## config.mk

```make
export PLATFORM = sky130hd
export DESIGN_NAME = hazard_controller
export DESIGN_NICKNAME = d
export VERILOG_FILES = /design/src/rtl/mips_ctrl_pkg.sv /design/src/rtl/hazard_scoreboard.sv /design/src/rtl/hazard_controller.sv
export SDC_FILE = /design/constraint.sdc
export NUM_CORES = 1
export LEC_CHECK = 0
export ABC_AREA = 1
export CORE_MARGIN = 8
export CORE_UTILIZATION = 40
export CTS_BUF_LIST = sky130_fd_sc_hd__clkbuf_4 sky130_fd_sc_hd__clkbuf_8
export DETAILED_ROUTE_END_ITERATION = 12
export PLACE_DENSITY = 0.68
export RECOVER_POWER = 100
export SKIP_LAST_GASP = 1
export SLEW_MARGIN = 20
export SYNTH_ARGS = -nofsm -noshare
export SYNTH_HDL_FRONTEND = slang
export SYNTH_SLANG_ARGS = --single-unit
```

## constraint.sdc

```tcl
create_clock -name clk -period 6.2 [get_ports clk]
set_clock_uncertainty 0.2 [all_clocks]
set_input_delay 1.24 -clock clk [delete_from_list [all_inputs] [get_ports clk]]
set_output_delay 1.24 -clock clk [all_outputs]
set_load 0.005 [all_outputs]
```

## src/rtl/mips_ctrl_pkg.sv

```systemverilog
// Shared definitions for the MIPS-32 pipeline control blocks: opcodes, class and
// forwarding encodings, controller states, scoreboard entries and the ID decoder.
package mips_ctrl_pkg;

  localparam logic [5:0] OP_R    = 6'b000000;
  localparam logic [5:0] OP_J    = 6'b000010;
  localparam logic [5:0] OP_HALT = 6'b111111;
  localparam logic [5:0] OP_ADDI = 6'b001000;
  localparam logic [5:0] OP_ANDI = 6'b001100;
  localparam logic [5:0] OP_LW   = 6'b100011;
  localparam logic [5:0] OP_SW   = 6'b101011;
  localparam logic [5:0] OP_BEQ  = 6'b000100;
  localparam logic [5:0] OP_BNE  = 6'b000101;

  typedef enum logic [1:0] {
    CLS_R    = 2'd0,
    CLS_J    = 2'd1,
    CLS_HALT = 2'd2,
    CLS_I    = 2'd3
  } instr_class_e;

  typedef enum logic [1:0] {
    FWD_RF    = 2'd0,
    FWD_EXMEM = 2'd1,
    FWD_MEMWB = 2'd2,
    FWD_WB    = 2'd3
  } fwd_sel_e;

  typedef enum logic [1:0] {
    ST_RUN,
    ST_STALL,
    ST_DRAIN,
    ST_HALTED
  } ctrl_state_e;

  // dest of 5'd0 doubles as "no destination", so r0 never produces a match
  typedef struct packed {
    logic       valid;
    logic [4:0] dest;
    logic       is_load;
    logic       is_halt;
  } sb_entry_t;

  typedef struct packed {
    instr_class_e cls;
    logic [4:0]   dest;
    logic         use_rs;
    logic         use_rt;
    logic         is_load;
    logic         is_halt;
  } decode_t;

  function automatic decode_t decode_instr(input logic [5:0] op,
                                           input logic [4:0] rt,
                                           input logic [4:0] rd);
    decode_t d;
    d     = '0;
    d.cls = CLS_I;
    case (op)
      OP_R: begin
        d.cls    = CLS_R;
        d.dest   = rd;
        d.use_rs = 1'b1;
        d.use_rt = 1'b1;
      end
      OP_J:    d.cls = CLS_J;
      OP_HALT: begin
        d.cls     = CLS_HALT;
        d.is_halt = 1'b1;
      end
      OP_ADDI, OP_ANDI: begin
        d.dest   = rt;
        d.use_rs = 1'b1;
      end
      OP_LW: begin
        d.dest    = rt;
        d.use_rs  = 1'b1;
        d.is_load = 1'b1;
      end
      OP_SW, OP_BEQ, OP_BNE: begin
        d.use_rs = 1'b1;
        d.use_rt = 1'b1;
      end
      default: ;
    endcase
    return d;
  endfunction

endpackage

```

## src/rtl/hazard_scoreboard.sv

```systemverilog
// Three-stage (EX, MEM, WB) shift register of in-flight destinations with per-stage
// destination compare against the two ID source registers.
module hazard_scoreboard
  import mips_ctrl_pkg::*;
(
  input  logic       clk,
  input  logic       rst_n,
  input  logic       shift_en,
  input  sb_entry_t  id_entry,
  input  logic [4:0] src_a,
  input  logic [4:0] src_b,
  output logic       ex_is_load,
  output logic       wb_is_halt,
  output logic [2:0] match_a,
  output logic [2:0] match_b
);

  sb_entry_t  ex_q;
  sb_entry_t  mem_q;
  logic       wb_valid;
  logic [4:0] wb_dest;
  logic       wb_halt;

  // WB only needs what the bypass compare and the drain detector look at
  always_ff @(posedge clk) begin
    if (!rst_n) begin
      ex_q     <= '0;
      mem_q    <= '0;
      wb_valid <= 1'b0;
      wb_dest  <= '0;
      wb_halt  <= 1'b0;
    end else if (shift_en) begin
      wb_valid <= mem_q.valid;
      wb_dest  <= mem_q.dest;
      wb_halt  <= mem_q.is_halt;
      mem_q    <= ex_q;
      ex_q     <= id_entry;
    end
  end

  function automatic logic hit(input logic v, input logic [4:0] dest,
                               input logic [4:0] src);
    return v && (src != 5'd0) && (dest == src);
  endfunction

  assign match_a    = {hit(wb_valid, wb_dest, src_a),
                       hit(mem_q.valid, mem_q.dest, src_a),
                       hit(ex_q.valid, ex_q.dest, src_a)};
  assign match_b    = {hit(wb_valid, wb_dest, src_b),
                       hit(mem_q.valid, mem_q.dest, src_b),
                       hit(ex_q.valid, ex_q.dest, src_b)};
  assign ex_is_load = ex_q.valid && ex_q.is_load;
  assign wb_is_halt = wb_valid && wb_halt;

endmodule

```

## src/rtl/hazard_controller.sv

```systemverilog
// Hazard and sequencing controller beside ID: load-use stalls, operand forwarding,
// jump/branch flushes and the HALT drain, driven by the in-flight scoreboard.
module hazard_controller
  import mips_ctrl_pkg::*;
#(
  parameter int SAT_W = 16
) (
  input  logic             clk,
  input  logic             rst_n,
  input  logic             id_valid,
  input  logic [5:0]       id_opcode,
  input  logic [4:0]       id_rs,
  input  logic [4:0]       id_rt,
  input  logic [4:0]       id_rd,
  input  logic             ex_branch_taken,
  output logic             stall_if,
  output logic             stall_id,
  output logic             bubble_ex,
  output logic             flush_if,
  output logic             flush_id,
  output logic [1:0]       fwd_a,
  output logic [1:0]       fwd_b,
  output logic             halted,
  output logic [SAT_W-1:0] stall_cycles
);

  ctrl_state_e      state;
  ctrl_state_e      state_nxt;
  decode_t          dec;
  sb_entry_t        id_entry;
  sb_entry_t        push_entry;
  logic [4:0]       src_a;
  logic [4:0]       src_b;
  logic [2:0]       match_a;
  logic [2:0]       match_b;
  logic             ex_is_load;
  logic             wb_is_halt;
  logic             shift_en;
  logic             load_use;
  logic             cnt_inc;
  logic [SAT_W-1:0] cnt;
  fwd_sel_e         sel_a;
  fwd_sel_e         sel_b;

  assign dec      = decode_instr(id_opcode, id_rt, id_rd);
  assign src_a    = (id_valid && dec.use_rs) ? id_rs : 5'd0;
  assign src_b    = (id_valid && dec.use_rt) ? id_rt : 5'd0;
  assign id_entry = '{valid: id_valid, dest: dec.dest,
                      is_load: dec.is_load, is_halt: dec.is_halt};

  hazard_scoreboard u_scoreboard (
    .clk        (clk),
    .rst_n      (rst_n),
    .shift_en   (shift_en),
    .id_entry   (push_entry),
    .src_a      (src_a),
    .src_b      (src_b),
    .ex_is_load (ex_is_load),
    .wb_is_halt (wb_is_halt),
    .match_a    (match_a),
    .match_b    (match_b)
  );

  // A load in EX cannot forward yet, so its match falls through to older stages
  function automatic fwd_sel_e pick_fwd(input logic [2:0] m, input logic ex_load);
    if (m[0] && !ex_load) return FWD_EXMEM;
    if (m[1])             return FWD_MEMWB;
    if (m[2])             return FWD_WB;
    return FWD_RF;
  endfunction

  assign sel_a    = pick_fwd(match_a, ex_is_load);
  assign sel_b    = pick_fwd(match_b, ex_is_load);
  assign load_use = id_valid && ex_is_load && (match_a[0] || match_b[0]);

  always_ff @(posedge clk) begin
    if (!rst_n) begin
      state <= ST_RUN;
      cnt   <= '0;
    end else begin
      state <= state_nxt;
      if (cnt_inc && (cnt != {SAT_W{1'b1}}))
        cnt <= cnt + {{(SAT_W-1){1'b0}}, 1'b1};
    end
  end

  // A taken branch wins over both a load-use stall and a HALT sitting in ID
  always_comb begin
    state_nxt  = state;
    shift_en   = 1'b1;
    push_entry = id_entry;
    cnt_inc    = 1'b0;
    stall_if   = 1'b0;
    stall_id   = 1'b0;
    bubble_ex  = 1'b0;
    flush_if   = 1'b0;
    flush_id   = 1'b0;
    halted     = 1'b0;
    fwd_a      = sel_a;
    fwd_b      = sel_b;
    case (state)
      ST_RUN, ST_STALL: begin
        state_nxt = ST_RUN;
        if (ex_branch_taken) begin
          flush_if   = 1'b1;
          flush_id   = 1'b1;
          push_entry = '0;
        end else if (state == ST_RUN && load_use) begin
          stall_if   = 1'b1;
          stall_id   = 1'b1;
          bubble_ex  = 1'b1;
          push_entry = '0;
          cnt_inc    = 1'b1;
          state_nxt  = ST_STALL;
        end else begin
          if (id_valid && dec.cls == CLS_J) flush_if = 1'b1;
          if (state == ST_RUN && id_valid && dec.is_halt) state_nxt = ST_DRAIN;
        end
      end
      ST_DRAIN: begin
        stall_if   = 1'b1;
        flush_if   = 1'b1;
        push_entry = '0;
        fwd_a      = FWD_RF;
        fwd_b      = FWD_RF;
        if (wb_is_halt) state_nxt = ST_HALTED;
      end
      ST_HALTED: begin
        stall_if = 1'b1;
        stall_id = 1'b1;
        halted   = 1'b1;
        shift_en = 1'b0;
        fwd_a    = FWD_RF;
        fwd_b    = FWD_RF;
      end
    endcase
    if (!rst_n) begin
      stall_if  = 1'b0;
      stall_id  = 1'b0;
      bubble_ex = 1'b0;
      flush_if  = 1'b0;
      flush_id  = 1'b0;
      halted    = 1'b0;
      fwd_a     = FWD_RF;
      fwd_b     = FWD_RF;
    end
  end

  assign stall_cycles = rst_n ? cnt : '0;

endmodule

```

==> README.md <==
| Quantity | This run | Unit |
| --- | --- | --- |
| Clock sinks | 40 | - |
| R2R setup slack | 3.55 | ns |
| Setup repair bufs after CTS | 0 | - |
| Pin slew with the least headroom to its limit | 1.11 | ns |
| Unique cell type count in the Yosys netlist | 37 | - |
| First-pass GRT wire length | 14300 | µm |
| Proportion of synthesized chip area in sequential cells | 0.284 | - |
| Count of flip-flops with a built-in enable after synthesis | 0 | - |
| Post-Syn Area per Cell | 6.28 | µm² |
| Cell area after synthesis | 2820 | µm² |
| Cell Pwr Density | 157 | nW/µm² |
| Top cells by area | dfxtp_1 28%, nand2_1 13%, inv_1 9.2% | - |
| Cell leakage power | 1.54 | nW |
| Yosys chip area | 2820 | µm² |
| Synth warnings | 0 | - |
| Proportion of synthesized flip-flops having asynchronous set or reset | 0 | - |
| Cell area after layout | 3480 | µm² |
| RD Place Congestion | 0.914 | - |
| Routed WL per cell | 14.5 | µm |
| Half-perimeter wire length of the detailed placement result | 6740 | µm |
| Maximum frequency from static timing analysis | 172 | MHz |
| Number of fill cells | 723 | - |
| Number of nets with antenna violations after detailed routing | 0 | - |
| Placed inst area | 3410 | µm² |
| Type of origin of the critical path | input pin | - |
| Quantity of hold-fixing buffers added after cts | 0 | - |
| Maximum number of pins on one net before global-route repair | 29 | - |
| Layout Area Growth over Synthesis | 23.5 | % |
| Vertical die size | 99.9 | µm |
| Commonest register cell after synthesis | dfxtp_1 | - |
| Area occupied by multi-input gates | 1650 | µm² |
| Total of endpoints with negative setup slack in the final report | 0 | - |
| Starting density of the core | 0.415 | - |
| Max H-tree Level | 2 | - |
| Max-cap viol count | 0 | - |
| Status | completed | - |
| Area of the die | 9990 | µm² |
| Top library cells by usage in the layout, fill and taps aside | 96 x nand2_1, 70 x inv_1, 55 x nor2_1, 40 x nand3_1, 40 x dfxtp_1 | - |
| I/O pin total | 51 | - |
## through the flow
step | utilization | hold WS, ns | power, mW | instances
after global placement | 0.502 | 0.268 | 0.325 | 588
final | 0.512 | 0.275 | 0.545 | 596
after detailed placement | 0.502 | 0.266 | 0.325 | 588
after floorplan | - | 0.228 | 0.296 | 449
after global routing | 0.512 | 0.329 | 0.568 | 596
after CTS | 0.519 | 0.282 | 0.551 | 596
## critical path: stages
cell and delay, ns:
dlygate4sd3_1 0.97, clkbuf_1 0.43, nand3_1 0.33, nand2_2 0.17
nand3_1 0.07, nor2_1 0.13, nand2_1 0.06, nand2_1 0.12
nand3_1 0.13, a21oi_1 0.14, dlygate4sd3_1 0.59
## cell usage after synthesis (2+ instances only)
master,n
inv_1,69
nand3_4,2
nor3_1,5
nor4_1,6
a21oi_1,24
nor2_1,53
o21ai_0,15
nand3_1,39
buf_6,2
o311ai_1,2
nand4_1,19
nor2_2,4
a22oi_1,5
inv_2,3
buf_2,3
nand3_2,6
nand2_2,2
o211ai_1,2
clkbuf_1,5
o21ai_1,3
nand2_1,95
xor2_1,12
o22ai_1,20
dfxtp_1,40
## routing by layer
layer  up-vias  global-route usage  share of wire
li1       1597                   -              -
met1      1443               0.239           0.49
met2        97               0.267           0.43
met3        11              0.0298          0.063
met4         0              0.0664          0.015
met5         -                   0              0
## final cells by class
cell class	instances	area share
clock buffer	5	0.0198
multi-input combinational	325	0.474
clock inverter	3	0.0133
inverter	73	0.0787
sequential	40	0.230
tap	96	0.0345
timing repair buffer	54	0.149
## cells by family (layout without fill, tap and decap cells)
group           after synthesis  in the layout  share of synthesized area
compound gates               77             77                      0.161
buf+inv                      84            135                      0.119
fa+ha+maj                     1              1                    0.00444
flops                        40             40                      0.284
xor+xnor                     13             13                     0.0404
simple gates                234            234                      0.392
## state kept, by name (all words and copies together) (netlist names)
signal,count
cnt,16
state,2
u_scoreboard.mem_q,7
u_scoreboard.wb_dest,5
u_scoreboard.wb_halt,1
u_scoreboard.ex_q,8
u_scoreboard.wb_valid,1
## report_power, final
part | internal [mW] | switching, mW
sequential | 0.258 | 0.00113
combinational | 0.0243 | 0.0354
clock | 0.121 | 0.105
## final timing paths
kind,to,depth (start not counted),startpoint
min reg2reg,u_scoreboard.mem_q[0],2,u_scoreboard.mem_q[0]
max,stall_if,11,id_valid
max reg2reg,cnt[5],11,cnt[0]
min,u_scoreboard.mem_q[0],2,u_scoreboard.mem_q[0]
Figure 1. Signal wires on met3.
The bar under the picture is 20 µm long.
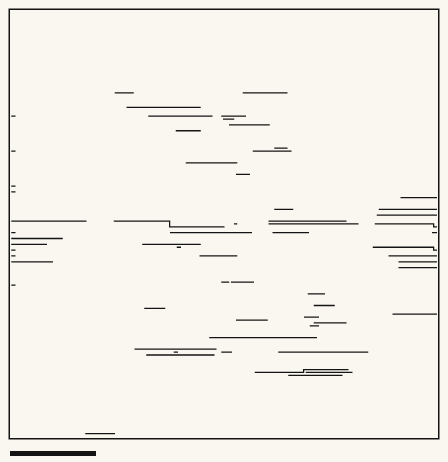
nets with wire on the layer: 53
share of all routed wire: 6.3%
met3 Use GR: 0.0298
total vias in the final route: 3148
routed wire length: 8620 µm

Figure 2. Placed standard cells.
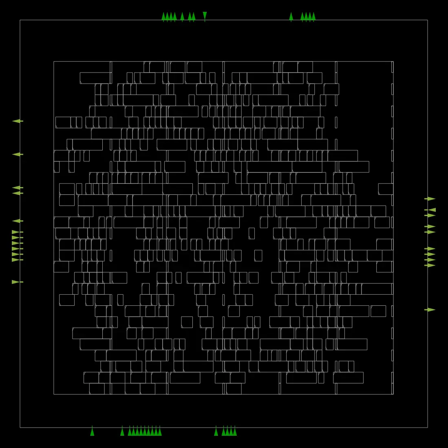
Flop Count: 40
row cnt: 30

Figure 3. Placement density heat map.
The die is cut into 10 by 10 equal tiles; white is low, dark blue is high, 0 to 100% covered.
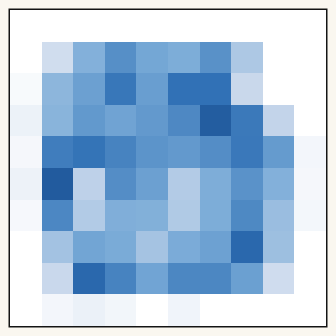
mean over tiles: 34%
fullest tile: 83%
emptiest ninth of the die: upper right
nearly empty tiles: 26%
densest ninth of the die: center
Layout Utilization: 0.512
area inside the core boundary: 6790 µm²

Power and IR drop assume default switching activity.
